==> config.mk <==
export PLATFORM = sky130hd
export DESIGN_NAME = multicycle_ctrl
export DESIGN_NICKNAME = d
export VERILOG_FILES = /design/src/rtl/multicycle_ctrl_pkg.sv /design/src/rtl/mctrl_decode.sv /design/src/rtl/multicycle_ctrl.sv
export SDC_FILE = /design/constraint.sdc
export NUM_CORES = 1
export LEC_CHECK = 0
export ABC_CLOCK_PERIOD_IN_PS = 3750
export CAP_MARGIN = 20
export CORE_MARGIN = 1
export CORE_UTILIZATION = 43
export DETAILED_ROUTE_END_ITERATION = 6
export PLACE_DENSITY = 0.95
export SLEW_MARGIN = 5
export SYNTH_ARGS = -nofsm -noshare
export SYNTH_HDL_FRONTEND = slang
export SYNTH_SLANG_ARGS = --single-unit
export TNS_END_PERCENT = 20
==> constraint.sdc <==
create_clock -name clk -period 3.75 [get_ports clk]
set_input_delay 0.75 -clock clk [delete_from_list [all_inputs] [get_ports clk]]
set_output_delay 0.75 -clock clk [all_outputs]
set_load 0.005 [all_outputs]
### Power grid

(8 px per um) Pins as bars on the die edge. Tap cells in gray.
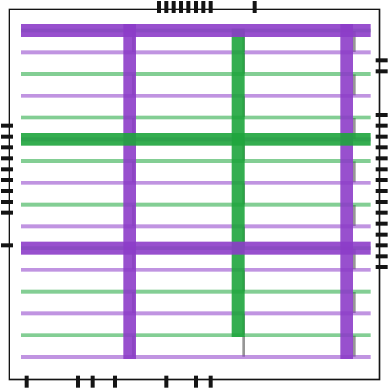
| net | color |
|---|---|
| VSS | purple |
| VDD | green |
met4 straps: 3
rows: 15
signal pins: 43
tap cells: 25
met1 rails: 16
Die Width: 46.1 um
area of the core: 1780 um2
Die Ht: 46.1 um
Peak VDD IR: 0.112 mV

### Signal wires by layer

(8 px per um)
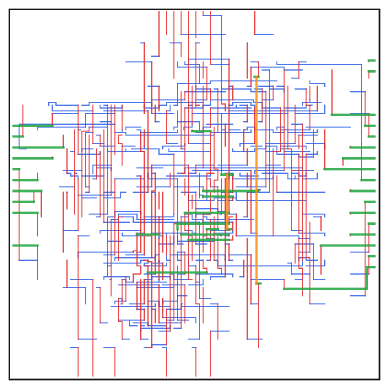
| layer | color | wire length |
|---|---|---|
| met4 | orange | 32.6 um |
| met3 | green | 138 um |
| met1 | blue | 860 um |
| met2 | red | 1090 um |
Avg WL per Cell: 11.7 um
vias: 997
total track usage: 20.0%

### Signal wires on met3

(6 px per um) Cells faint in the background.
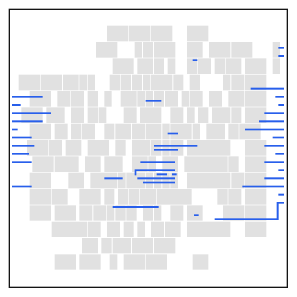
main direction: horizontal
wire length on this layer: 138 um
nets with wire on the layer: 39
longest straight run: 10.3 um
met3 usage in global routing: 1.18%
final wirelength: 2.12 mm

==> deck_impl_summary.md <==
Synthesis and Place & Route Summary

Outcome
  – Status: finished, final reports clean

Synth
  – Mapped cell area: 836 um2
  – Yosys top cell by area: dfxtp_1
  – Post-Synthesis Cells: 122
  – Synth Seq Share: 9.58%
  – Simple share: 44.9%
  – Syn. warnings: 0
  – Average cell area after synthesis: 6.85 um2
  – Distinct lib cells used: 44
  – Post-synth EDFFs: 0
  – Top cell area share: 9.58%
  – Yosys aoi share: 27.1%
  – Xor/xnor share: 2.10%
  – Count leader, synth: a21oi_1
  – Top cells by area: dfxtp_1 (9.6%), a21oi_1 (7.8%), nand2b_1 (6.0%), nor3_1 (6.0%), nor2_1 (5.4%)

Clock tree
  – H-tree levels: 1
  – Clock transition at path regs: 0.04 ns
  – Hold Buf Count CTS: 0
  – CTS tree: done
  – Num CTS Buffers: 3
  – Root buffer cell: clkbuf_4
  – Insertion Delay late pin: 0.24 ns
  – CTS resizes: 0
  – Post-CTS setup-driven buffer insertion count: 0
  – Clk buf depth: 2

Power and ir drop
  – P_seq: 0.0527 mW
  – Comb pwr share: 44.1%
  – Sequential share of power: 27.0%
  – Switching power share of the total: 33.4%
  – Comb power: 0.0860 mW
  – Pwr Density: 164 nW/um2
  – Psw: 0.0651 mW
  – Int Power: 0.130 mW

GRT
  – Pin count of the biggest net entering global routing: 20
  – Initial antenna violation count: 0
  – GR met2 Demand/Resource: 39.2%
  – GRT busiest layer: met2
  – First-pass GRT wire length: 3.12 mm
  – Vias in the first global route: 778

Floorplan
  – Ports: 43
  – Fp util: 46.9%
  – # Taps: 25

Worst setup path
  – Critical path's top delay family: buffers and inverters
  – Reg-to-reg slack, setup: 2.18 ns
  – CP Data Required Time: 3.00 ns
  – CP max stage cell: clkdlybuf4s50_1
  – Critical Path, Cell by Cell: clkdlybuf4s50_1 -> nor3_4 -> nand3b_1 -> or3_1 -> a21oi_1 -> clkdlybuf4s50_1
  – Crit path largest cell delay: 0.52 ns
  – Crit path max fanout: 4
  – Crit. End Element: output port

Cells and area
  – Max-area cell class: multi-input combinational cells
  – Share of layout cells above drive strength 1: 10.3%
  – Invs w/o clock: 3
  – Plain + repair buffers: 43
  – Final instance area: 1190 um2
  – N_diodes: 0
  – Comb/total area: 52.6%
  – Top cells excl fill/tap: clkdlybuf4s50_1 (39), a21oi_1 (13), nor2_1 (12), nor3_1 (10), nand2_1 (10)
  – Area delta synth->final: 42.7%
  – Top cell excl fill/tap: clkdlybuf4s50_1

Placement
  – HPWL after DPL: 1.66 mm
  – GPL Wtd Cong: 0.882
  – Worst slack, placed: 0.282 ns

STA
  – Slew Limit Fails: 0
  – Unrepaired setup endpoints after global routing: no
  – Worst Slack Setup Final: 0.264 ns
  – Worst slew margin relative to its limit: 59.3%
  – Fin. Hold Viols: 0
  – Post-layout minimum cycle time: 3.49 ns
  – Slew @ Worst Pin: 0.609 ns
  – Fmax: 0.287 GHz

Min path
  – Cells on Worst Hold Path: 1
  – Hold WC Path Type: flip-flop to flip-flop

Routing
  – DR WL met2: 1.09 mm
  – DRC viols: 0
  – WL met3: 138 um
  – WL met1: 859 um

Flow run
  – Max Cap Viol: 0
Power and IR drop assume default switching activity.
